==> config.mk <==
export PLATFORM = sky130hd
export DESIGN_NAME = seq_alu_flat
export DESIGN_NICKNAME = d
export VERILOG_FILES = /design/src/rtl/seq_alu_if.sv /design/src/rtl/seq_alu.sv /design/src/flat_wrapper.sv
export SDC_FILE = /design/constraint.sdc
export NUM_CORES = 1
export LEC_CHECK = 0
export CORE_ASPECT_RATIO = 0.75
export CORE_UTILIZATION = 35
export CTS_BUF_LIST = sky130_fd_sc_hd__clkbuf_4
export DETAILED_ROUTE_END_ITERATION = 6
export PLACE_DENSITY_LB_ADDON = 0.08
export REMOVE_ABC_BUFFERS = 1
export SYNTH_ARGS = -nofsm -noshare
export SYNTH_HDL_FRONTEND = slang
export SYNTH_SLANG_ARGS = --single-unit
==> constraint.sdc <==
create_clock -name clk -period 5.5 [get_ports clk]
set_clock_uncertainty 0.1 [all_clocks]
set_input_delay 1.1 -clock clk [delete_from_list [all_inputs] [get_ports clk]]
set_output_delay 1.1 -clock clk [all_outputs]
set_load 0.05 [all_outputs]
==> src/rtl/seq_alu_if.sv <==
// seq_alu_if: request/result bundle between the execute-stage controller and seq_alu.
interface seq_alu_if #(
  parameter int WIDTH = 32
);
  logic             start;
  logic [3:0]       alu_control;
  logic [WIDTH-1:0] src_a;
  logic [WIDTH-1:0] src_b;
  logic             busy;
  logic             done;
  logic [WIDTH-1:0] alu_res;
  logic             zero;
  logic [WIDTH-1:0] hi;
  logic [WIDTH-1:0] lo;
  logic             div_by_zero;
  modport master (
    output start, alu_control, src_a, src_b,
    input  busy, done, alu_res, zero, hi, lo, div_by_zero
  );
  modport slave (
    input  start, alu_control, src_a, src_b,
    output busy, done, alu_res, zero, hi, lo, div_by_zero
  );
endinterface

==> src/rtl/seq_alu.sv <==
// seq_alu: execute-stage ALU; simple ops in one registered cycle, iterative MULT/DIV into HI/LO.
// Define SEQ_ALU_DIV_EN to build the restoring divider; otherwise DIV/DIVU act as undefined opcodes.
module seq_alu #(
  parameter int WIDTH = 32
) (
  input logic      clk,
  input logic      reset_n,
  seq_alu_if.slave bus
);
  localparam int CW = $clog2(WIDTH);
  typedef enum logic [1:0] {IDLE, ITER, FIX, DONE} state_t;
  state_t state_q, state_d;
  logic [WIDTH-1:0] b_q, ph_q, pl_q, hi_q, lo_q, res_q;
  logic [CW-1:0] cnt_q;
  logic dv_q, neg_q, rneg_q, zero_q, dbz_q;
  logic accept, is_mul, is_div, sgn, div0;
  logic [WIDTH-1:0] a, b, ma, mb, simple, quo, rem, it_h, it_l, new_hi, new_lo;
  logic [WIDTH:0] madd;
  logic [2*WIDTH-1:0] prod;
  assign a = bus.src_a;
  assign b = bus.src_b;
  assign accept = bus.start && state_q == IDLE;
  assign is_mul = bus.alu_control[3:1] == 3'b100;
  assign sgn = !bus.alu_control[0];
  assign div0 = is_div && b == '0;
  assign ma = sgn && a[WIDTH-1] ? -a : a;
  assign mb = sgn && b[WIDTH-1] ? -b : b;
  // ph/pl hold {partial product, multiplier} or {remainder, dividend/quotient}
  assign madd = {1'b0, ph_q} + (pl_q[0] ? {1'b0, b_q} : '0);
`ifdef SEQ_ALU_DIV_EN
  logic [WIDTH:0] dsub;
  assign is_div = bus.alu_control[3:1] == 3'b101;
  assign dsub = {ph_q, pl_q[WIDTH-1]} - {1'b0, b_q};
  assign it_h = !dv_q ? madd[WIDTH:1] : dsub[WIDTH] ? {ph_q[WIDTH-2:0], pl_q[WIDTH-1]} : dsub[WIDTH-1:0];
  assign it_l = !dv_q ? {madd[0], pl_q[WIDTH-1:1]} : {pl_q[WIDTH-2:0], !dsub[WIDTH]};
`else
  assign is_div = 1'b0;
  assign it_h = madd[WIDTH:1];
  assign it_l = {madd[0], pl_q[WIDTH-1:1]};
`endif
  assign prod = neg_q ? -{ph_q, pl_q} : {ph_q, pl_q};
  assign quo = neg_q ? -pl_q : pl_q;
  assign rem = rneg_q ? -ph_q : ph_q;
  assign new_hi = dv_q ? rem : prod[2*WIDTH-1:WIDTH];
  assign new_lo = dv_q ? quo : prod[WIDTH-1:0];
  always_comb begin
    case (bus.alu_control)
      4'b0000: simple = a & b;
      4'b0001: simple = a | b;
      4'b0010: simple = a + b;
      4'b0110: simple = a + ~b + 1'b1;
      4'b0111: simple = {{(WIDTH-1){1'b0}}, $signed(a) < $signed(b)};
      default: simple = '0;
    endcase
  end
  always_ff @(posedge clk or negedge reset_n)
    if (!reset_n) state_q <= IDLE;
    else state_q <= state_d;
  always_comb begin
    state_d = state_q;
    case (state_q)
      IDLE: state_d = !accept ? IDLE : (is_mul || is_div) && !div0 ? ITER : DONE;
      ITER: state_d = cnt_q == '0 ? FIX : ITER;
      FIX:  state_d = DONE;
      DONE: state_d = IDLE;
    endcase
  end
  always_comb begin
    bus.busy = state_q != IDLE;
    bus.done = state_q == DONE;
  end
  assign bus.alu_res = res_q;
  assign bus.zero = zero_q;
  assign bus.hi = hi_q;
  assign bus.lo = lo_q;
  assign bus.div_by_zero = dbz_q;
  always_ff @(posedge clk or negedge reset_n) begin
    if (!reset_n) begin
      b_q <= '0;
      ph_q <= '0;
      pl_q <= '0;
      hi_q <= '0;
      lo_q <= '0;
      res_q <= '0;
      cnt_q <= '0;
      dv_q <= 1'b0;
      neg_q <= 1'b0;
      rneg_q <= 1'b0;
      zero_q <= 1'b0;
      dbz_q <= 1'b0;
    end else if (accept) begin
      b_q <= mb;
      ph_q <= '0;
      pl_q <= ma;
      cnt_q <= CW'(WIDTH - 1);
      dv_q <= is_div;
      neg_q <= sgn && (a[WIDTH-1] ^ b[WIDTH-1]);
      rneg_q <= sgn && a[WIDTH-1];
      dbz_q <= div0;
      if (div0) begin
        hi_q <= a;
        lo_q <= '1;
        res_q <= '1;
        zero_q <= 1'b0;
      end else if (!(is_mul || is_div)) begin
        res_q <= simple;
        zero_q <= simple == '0;
      end
    end else if (state_q == ITER) begin
      cnt_q <= cnt_q - 1'b1;
      ph_q <= it_h;
      pl_q <= it_l;
    end else if (state_q == FIX) begin
      hi_q <= new_hi;
      lo_q <= new_lo;
      res_q <= new_lo;
      zero_q <= new_lo == '0;
    end
  end
endmodule
==> src/flat_wrapper.sv <==
// flat-port wrapper written by rule: the top's interface ports become plain ports
module seq_alu_flat 
#(
  parameter int WIDTH = 32
)
  (clk, reset_n, bus_start, bus_alu_control, bus_src_a, bus_src_b, bus_busy, bus_done, bus_alu_res, bus_zero, bus_hi, bus_lo, bus_div_by_zero);
  seq_alu_if #(.WIDTH(WIDTH)) bus_i ();
  input logic clk;
  input logic reset_n;
  input wire logic [$bits(bus_i.start)-1:0] bus_start;
  input wire logic [$bits(bus_i.alu_control)-1:0] bus_alu_control;
  input wire logic [$bits(bus_i.src_a)-1:0] bus_src_a;
  input wire logic [$bits(bus_i.src_b)-1:0] bus_src_b;
  output wire logic [$bits(bus_i.busy)-1:0] bus_busy;
  output wire logic [$bits(bus_i.done)-1:0] bus_done;
  output wire logic [$bits(bus_i.alu_res)-1:0] bus_alu_res;
  output wire logic [$bits(bus_i.zero)-1:0] bus_zero;
  output wire logic [$bits(bus_i.hi)-1:0] bus_hi;
  output wire logic [$bits(bus_i.lo)-1:0] bus_lo;
  output wire logic [$bits(bus_i.div_by_zero)-1:0] bus_div_by_zero;
  assign bus_i.start = bus_start;
  assign bus_i.alu_control = bus_alu_control;
  assign bus_i.src_a = bus_src_a;
  assign bus_i.src_b = bus_src_b;
  assign bus_busy = bus_i.busy;
  assign bus_done = bus_i.done;
  assign bus_alu_res = bus_i.alu_res;
  assign bus_zero = bus_i.zero;
  assign bus_hi = bus_i.hi;
  assign bus_lo = bus_i.lo;
  assign bus_div_by_zero = bus_i.div_by_zero;
  seq_alu #(.WIDTH(WIDTH)) u_core (.clk(clk), .reset_n(reset_n), .bus(bus_i));
endmodule
### Cell area per tile, run 1

The die is cut into 26 by 19 equal tiles; black is low, pale yellow is high, 0 to 100% covered.
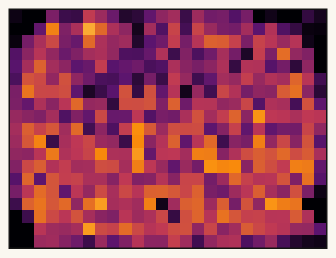
- nearly empty tiles: 3.8%
- fullest tile: 82%
- mean over tiles: 41%

### Placement view, run 1

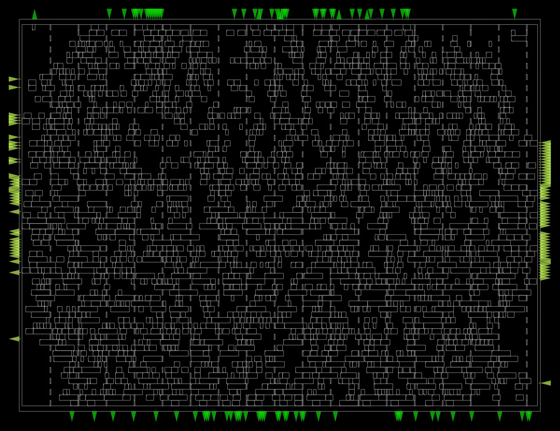
num tapcells: 639
Final Non-Filler Cells: 3061
final core occ: 44.01%

### Port wiring, run 1

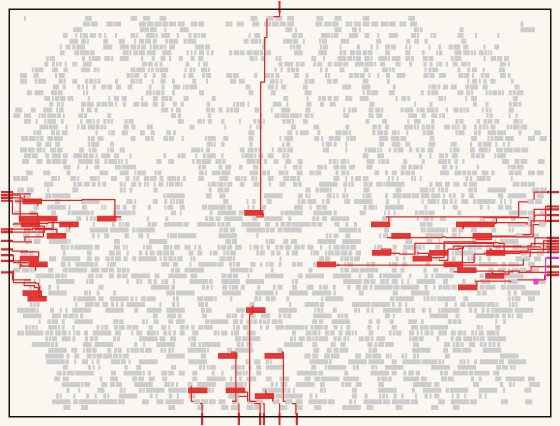
- magenta: bus_done (bits 1; direction output; edge right; end cells 1; buffers 1; wire 12.4 um)
- red: bus_lo (bits 32; direction output; edge 14 right, 11 left, 6 bottom, 1 top; end cells 32; buffers 32; wire 1480 um)

==> impl_metrics.csv, run 1 <==
group,metric,value,unit
outcome,status,"finished clean",
synthesis,largest_area_cell,"dfrtp_1",
final_timing,worst_pin_slew,0.9314,ns
synthesis,yosys_cells,2112,
flow_run,warnings,92,
finish,logic_area,11140,um2
synthesis,netlist_area,17030,um2
synthesis,yosys_area,17030,um2
power_and_ir_drop,pg_seq,2.83,mW
critical_path,crit_chain,"clkdlybuf4s50_1, inv_1, ha_1, nor2_1, o311a_1, a41oi_1, buf_4, a211oi_1, nor3_1, buf_4, buf_4, nand2_1, a41oi_1, xnor2_1, o2111a_1, nand4_1, nor4_1, a211o_1",
floorplanning,fp_util,35.73,%
floorplanning,die_h,193.0,um
place,dpl.hpwl,54.96,mm
place,dp.cells,2973,
route,drtAntennaViolNets,0,
synthesis,syn_avg_cell_area,8.062,um2
final_timing,period_needed,5.105,ns
power_and_ir_drop,p_seq_share,28.6,%
power_and_ir_drop,p_leak,9.433,nW
global_route,overflow,0,
flow_run,cap_violations,0,
finish,clkCellAreaFrac,2.882,%
power_and_ir_drop,power_combinational,5.78,mW
power_and_ir_drop,p_int,4.847,mW
global_route,antenna_found_initial,3,
route,dr.pass1.iters,5,
synthesis,synthesis.instances,2112,
critical_path,critPathCaptureType,"flop",
finish,multi_input_comb_cells,1681,
final_timing,fmax,0.1959,GHz
power_and_ir_drop,p_clk_share,12.8,%
synthesis,ff_type,"dfrtp_1",
synthesis,area_leaders,"dfrtp_1 30%, ha_1 9.9%, o21ai_0 6.3%",
finish,flop-count,201,
clock_tree,cts_buffer_depth,3,
route,wl_per_cell,22.59,um
final_timing,slew_viol_final,0,
floorplanning,io_pins,171,
synthesis,ys_seq_share,29.54,%
route,drc,0,
power_and_ir_drop,switchingPower,5.022,mW
clock_tree,cts_sinks,201,
finish,drive_above_1_share,11.48,%
synthesis,yosys-top-cells-count,"238 x nand2_1, 216 x o21ai_0, 201 x dfrtp_1",
finish,final_cell_mix,"237 x nand2_1, 216 x o21ai_0, 200 x dfrtp_1",
clock_tree,clkLatencyLatePin,0.67,ns
synthesis,yosysWarnings,0,
finish,area_delta_synth_final,23.16,%
final_timing,setup_viol,0,
synthesis,synthDistinctLibCells,84,
critical_path,critPathLaunchType,"primary input",
clock_tree,htreeDepth,2,
finish,fillers,4862,
route,viasPerCell,5.569,
critical_path,cp_common_cell,"buf_4",
clock_tree,cts_resized,0,
route,first_iter_violations,1414,
clock_tree,postCtsHoldBufs,0,
critical_path,worstSetupPathType,"primary input to flop",
clock_tree,postCtsSetupRepairBufs,0,
synthesis,aoi_share,26.59,%
route,drt_wl_total,69.16,mm
synthesis,async_flop_share,100.0,%
clock_tree,cts_root_buf,"clkbuf_4",
floorplanning,fp.dieW,256.7,um
floorplanning,std_cell_rows,69,
final_timing,rsz0062_at_grt,"no",
synthesis,top_cell,"nand2_1",
synthesis,fa_ha_area_share,10.27,%
finish,num-nonclk-buffers,335,
final_timing,max_slew_margin,37.90,%
final_timing,finalHoldViolCount,0,
place,place.gp.congestion,0.9990,
final_timing,post-route-period-util,92.81,%
finish,layout_top_cell,"nand2_1",
clock_tree,clk_pin_slew,0.07,ns
synthesis,synth_flops,201,
finish,nets,2595,
critical_path,slowest_delay,0.66,ns
critical_path,cp_num_buf_inv,5,
critical_path,cp_max_fo,6,
synthesis,synth.area.mux_share,1.477,%
finish,dominant-cell-class,"multi-input combinational cells",
synthesis,edf_count,0,
critical_path,cp_data_arrival_time,5.61,ns
power_and_ir_drop,clk-power,1.26,mW
synthesis,top_logic_kind,"AND-OR/OR-AND gates",
route,vias,17050,
clock_tree,cts_tree,"done",
synthesis,xor_share,8.590,%
critical_path,path_delay_family,"AND-OR/OR-AND gates",
floorplanning,core-area,47660,um2
power_and_ir_drop,sw_frac_of_total,50.89,%
global_route,track_usage,27.65,%
finish,nClkBuffers,74,
hold_path,min_path_type,"primary input to async pin",
synthesis,simple_gate_area_share,18.19,%
global_route,grt_pass1_wl,104.0,mm
finish,seqAreaFraction,23.99,%
critical_path,cp_data_required_time,6.00,ns
finish,comb_share,53.11,%
clock_tree,cts_buffers,50,
place,portBuffers,169,
power_and_ir_drop,power_density,470.6,nW/um2
finish,num-nonclk-inverters,117,
power_and_ir_drop,worst_ir_drop_vdd,0.3837,mV
global_route,grt_max_degree,83,
power_and_ir_drop,combPwrFrac,58.6,%
power_and_ir_drop,maxPowerGroup,"combinational cells",
global_route,grt_pass1_vias,16460,
finish,antenna_cells,1,
finish,seq_area,5031,um2
finish,buffer_area_share,14.10,%
synthesis,top_cell_area_share,29.54,%
critical_path,cpMaxStageDelayCell,"clkdlybuf4s50_1",
floorplanning,die_area,49550,um2
## run 1: metrics by stage
step                area [um2]  power [mW]  hold slack (ns)   TNS, ns  setup WS, ns
finish                   20970       9.869           0.2970         0        0.3954
global route             20970       10.61           0.2734         0        0.3989
CTS                      20970       9.909           0.2631         0        0.6236
detailed placement       20360       8.596           0.3629   -0.1006       -0.1006
global placement         20360       8.534           0.3594  -0.06938      -0.06938
floorplan                16560       6.506           0.3409         0        0.1484
## run 1: path summary, 6_finish.rpt
path                                start           endpoint  slack, ns  depth (start not counted)
max                          bus_src_b[1]    u_core.bus.zero       0.40                         18
min                               reset_n  u_core.bus.hi[30]       0.30                          1
max reg2reg                u_core.pl_q[6]  u_core.bus.hi[19]       1.04                         12
min reg2reg                u_core.b_q[21]     u_core.b_q[21]       0.38                          2
max in group asynchronous         reset_n    u_core.cnt_q[3]       3.95                          2
min in group clk           u_core.b_q[21]     u_core.b_q[21]       0.38                          2
## run 1: worst reg2reg max path: stages, from the launching register on
cell and delay (ns):
dfrtp_1 0.42, or4_1 0.60, nor2_1 0.34, nand4_1 0.32, or2_4 0.38, nand2b_4 0.19, or4_4 0.43, or4_4 0.45
or2_4 0.29, nand2b_4 0.26, o41ai_4 0.27, xor2_1 0.17, o21ai_1 0.07
## run 1: metal layers
metal / share of wire (%) / routed length [um] / track usage [%] / vias up
li1: - / - / - / 8149
met1: 48 / 33490 / 40.45 / 8234
met2: 41 / 28440 / 40.24 / 582
met3: 7.7 / 5337 / 6.392 / 82
met4: 2.7 / 1887 / 7.830 / 0
met5: 0 / 0 / 0 / -
### M3 wires, run 1

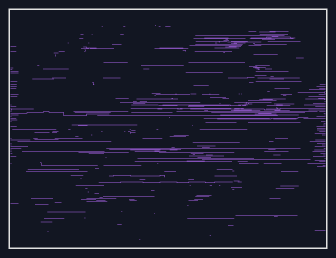

==> run 1 -> run 2 <==
--- a/config.mk
+++ b/config.mk
@@ -9,6 +9,7 @@
 export CORE_UTILIZATION = 35
 export CTS_BUF_LIST = sky130_fd_sc_hd__clkbuf_4
 export DETAILED_ROUTE_END_ITERATION = 6
+export DONT_BUFFER_PORTS = 1
 export PLACE_DENSITY_LB_ADDON = 0.08
 export REMOVE_ABC_BUFFERS = 1
 export SYNTH_ARGS = -nofsm -noshare
### M3 wires, run 2

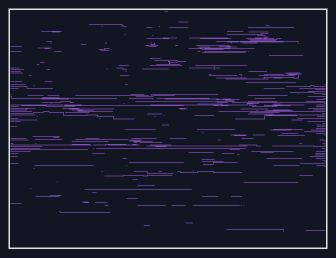
- share of all routed wire: 8.0%
- nets with wire on the layer: 231
- wire length on this layer: 5470 um

==> run 2 against run 1 <==
The flow now finishes with violations (negative hold slack). Largest power group is now registers. Global-route usage is 0.71 points lower. Die area stayed put. Worst hold slack worse by 0.32 ns. Flip-flop count stayed put.
==> impl_metrics.csv, run 2 <==
group,metric,value,unit
outcome,status,"complete, but fails checks",
outcome,violations,"negative hold slack",
clock_tree,cts_buffer_depth,3,
power_and_ir_drop,power_combinational,3.86,mW
floorplanning,core-area,47660,um2
final_timing,finalHoldViolCount,39,
finish,post-route-util,38.22,%
synthesis,top_cell,"nand2_1",
synthesis,async_flop_share,100.0,%
synthesis,yosys_cells,2112,
route,dr.pass1.iters,5,
finish,design_area,18210,um2
critical_path,cp_num_buf_inv,3,
final_timing,post-route-period-util,89.58,%
floorplanning,fp.dieW,256.7,um
route,vias,15950,
global_route,track_usage,26.93,%
synthesis,syn_avg_cell_area,8.062,um2
hold_path,min_path_type,"primary input to async pin",
clock_tree,cts_root_buf,"clkbuf_4",
power_and_ir_drop,p_int,4.170,mW
critical_path,worstSetupPathType,"primary input to flop",
clock_tree,postCtsSetupRepairBufs,0,
place,pre_cts_slack,-0.0003708,ns
power_and_ir_drop,p_clk_share,13.9,%
place,dpl.hpwl,52.53,mm
route,drtAntennaViolNets,0,
floorplanning,fp_util,35.73,%
synthesis,ff_type,"dfrtp_1",
synthesis,yosysWarnings,0,
power_and_ir_drop,clk-power,1.26,mW
synthesis,netlist_area,17030,um2
clock_tree,cts_resized,0,
synthesis,synthDistinctLibCells,84,
finish,final_cell_mix,"237 x nand2_1, 216 x o21ai_0, 200 x dfrtp_1",
critical_path,cp_max_fo,7,
flow_run,warnings,96,
synthesis,yosys-top-cells-count,"238 x nand2_1, 216 x o21ai_0, 201 x dfrtp_1",
power_and_ir_drop,pg_seq,3.93,mW
finish,layout_top_cell,"nand2_1",
route,drc,0,
floorplanning,io_pins,171,
final_timing,slew_viol_final,0,
synthesis,synthesis.instances,2112,
critical_path,cp_data_required_time,6.04,ns
power_and_ir_drop,switchingPower,4.881,mW
finish,logic_area,11140,um2
power_and_ir_drop,combPwrFrac,42.6,%
route,first_iter_violations,1388,
power_and_ir_drop,p_leak,8.112,nW
synthesis,area_leaders,"dfrtp_1 30%, ha_1 9.9%, o21ai_0 6.3%",
final_timing,period_needed,4.927,ns
power_and_ir_drop,worst_ir_drop_vdd,0.2878,mV
critical_path,slowest_delay,0.59,ns
power_and_ir_drop,p_seq_share,43.5,%
finish,drive_above_1_share,6.585,%
finish,antenna_cells,0,
synthesis,yosys_area,17030,um2
power_and_ir_drop,sw_frac_of_total,53.93,%
finish,area_delta_synth_final,6.966,%
clock_tree,clk_pin_slew,0.09,ns
route,drt_wl_total,68.17,mm
flow_run,cap_violations,0,
clock_tree,cts_sinks,201,
critical_path,cp_data_arrival_time,5.46,ns
finish,nets,2289,
clock_tree,htreeDepth,2,
clock_tree,clkLatencyLatePin,0.75,ns
global_route,grt_max_degree,202,
final_timing,setup_viol,0,
place,portBuffers,0,
power_and_ir_drop,total_power,9.050,mW
route,wl_per_cell,24.79,um
power_and_ir_drop,power_density,496.9,nW/um2
synthesis,ys_seq_share,29.54,%
synthesis,edf_count,0,
global_route,overflow,0,
place,place.gp.congestion,0.9753,
critical_path,path_delay_family,"AND-OR/OR-AND gates",
floorplanning,die_h,193.0,um
floorplanning,std_cell_rows,69,
finish,seq_area,5031,um2
clock_tree,cts_buffers,50,
critical_path,critPathCaptureType,"flop",
global_route,antenna_found_initial,0,
critical_path,critPathLaunchType,"primary input",
final_timing,fin_ws,0.5730,ns
synthesis,synth_flops,201,
final_timing,hold_ws,-0.02552,ns
final_timing,max_slew_margin,25.93,%
critical_path,cpMaxStageDelayCell,"a221oi_1",
global_route,grt_pass1_wl,99.98,mm
finish,fillers,5058,
power_and_ir_drop,maxPowerGroup,"registers",
final_timing,rsz0062_at_grt,"no",
global_route,grt_pass1_vias,14940,
route,viasPerCell,5.799,
final_timing,worst_pin_slew,1.108,ns
place,placed_area,17630,um2
synthesis,top_cell_area_share,29.54,%
clock_tree,cts_tree,"done",
final_timing,fmax,0.2030,GHz
critical_path,crit_chain,"inv_1, ha_1, inv_1, o21bai_1, o21ai_0, a221oi_1, a2111oi_0, buf_4, o41ai_1, mux2i_1, xor2_1, o21ai_0, nand2b_1, nor4_1, a211o_1",
floorplanning,die_area,49550,um2
synthesis,largest_area_cell,"dfrtp_1",
run 2: cell families (layout without fill, tap and decap cells):
kind of cell	after synthesis	after routing	share of synthesized area [%]
muxes	25	25	1.477
AOI/OAI and AO/OA	695	695	26.59
and+or+nand+nor	655	655	18.19
buffers and inverters	230	229	5.327
adders and majority gates	138	138	10.27
DFF	201	201	29.54
other	1	1	0.02202
xor gates and xnor gates	167	167	8.590
run 2: per-layer routing:
metal	wire, um	global-route usage [%]	vias up
met5	0	0	-
met4	1435	6.502	0
met3	5470	6.157	79
met2	28440	39.54	569
met1	32820	39.55	7788
li1	-	-	7512
run 2: metrics by stage:
stage,TNS [ns],std cells
2_1_floorplan,0,1999
3_3_place_gp,0,2667
3_5_place_dp,-0.0003708,2667
4_1_cts,0,2750
5_1_grt,0,2750
6_report,0,2750
run 2: layout make-up:
cell class / count / area share (%)
Inverter: 117 / 2.411
Tap cell: 639 / 4.390
Timing Repair Buffer: 29 / 1.195
Multi-Input combinational cell: 1681 / 61.16
Clock inverter: 12 / 0.2954
Sequential cell: 201 / 27.62
Clock buffer: 71 / 2.926
run 2: final timing paths:
path | slack [ns] | depth (start not counted) | endpoint | start
setup / recovery | 0.57 | 15 | u_core.bus.zero | bus_src_b[17]
hold / removal | -0.03 | 0 | u_core.bus.lo[25] | reset_n
setup reg to reg | 0.96 | 13 | u_core.bus.hi[19] | u_core.pl_q[0]
hold reg to reg | 0.38 | 2 | u_core.b_q[19] | u_core.b_q[19]
max in group asynchronous | 4.94 | 0 | u_core.bus.hi[3] | reset_n
min in group clk | 0.38 | 2 | u_core.b_q[19] | u_core.b_q[19]
No activity file was given, so power comes from the tool's default toggle rates.
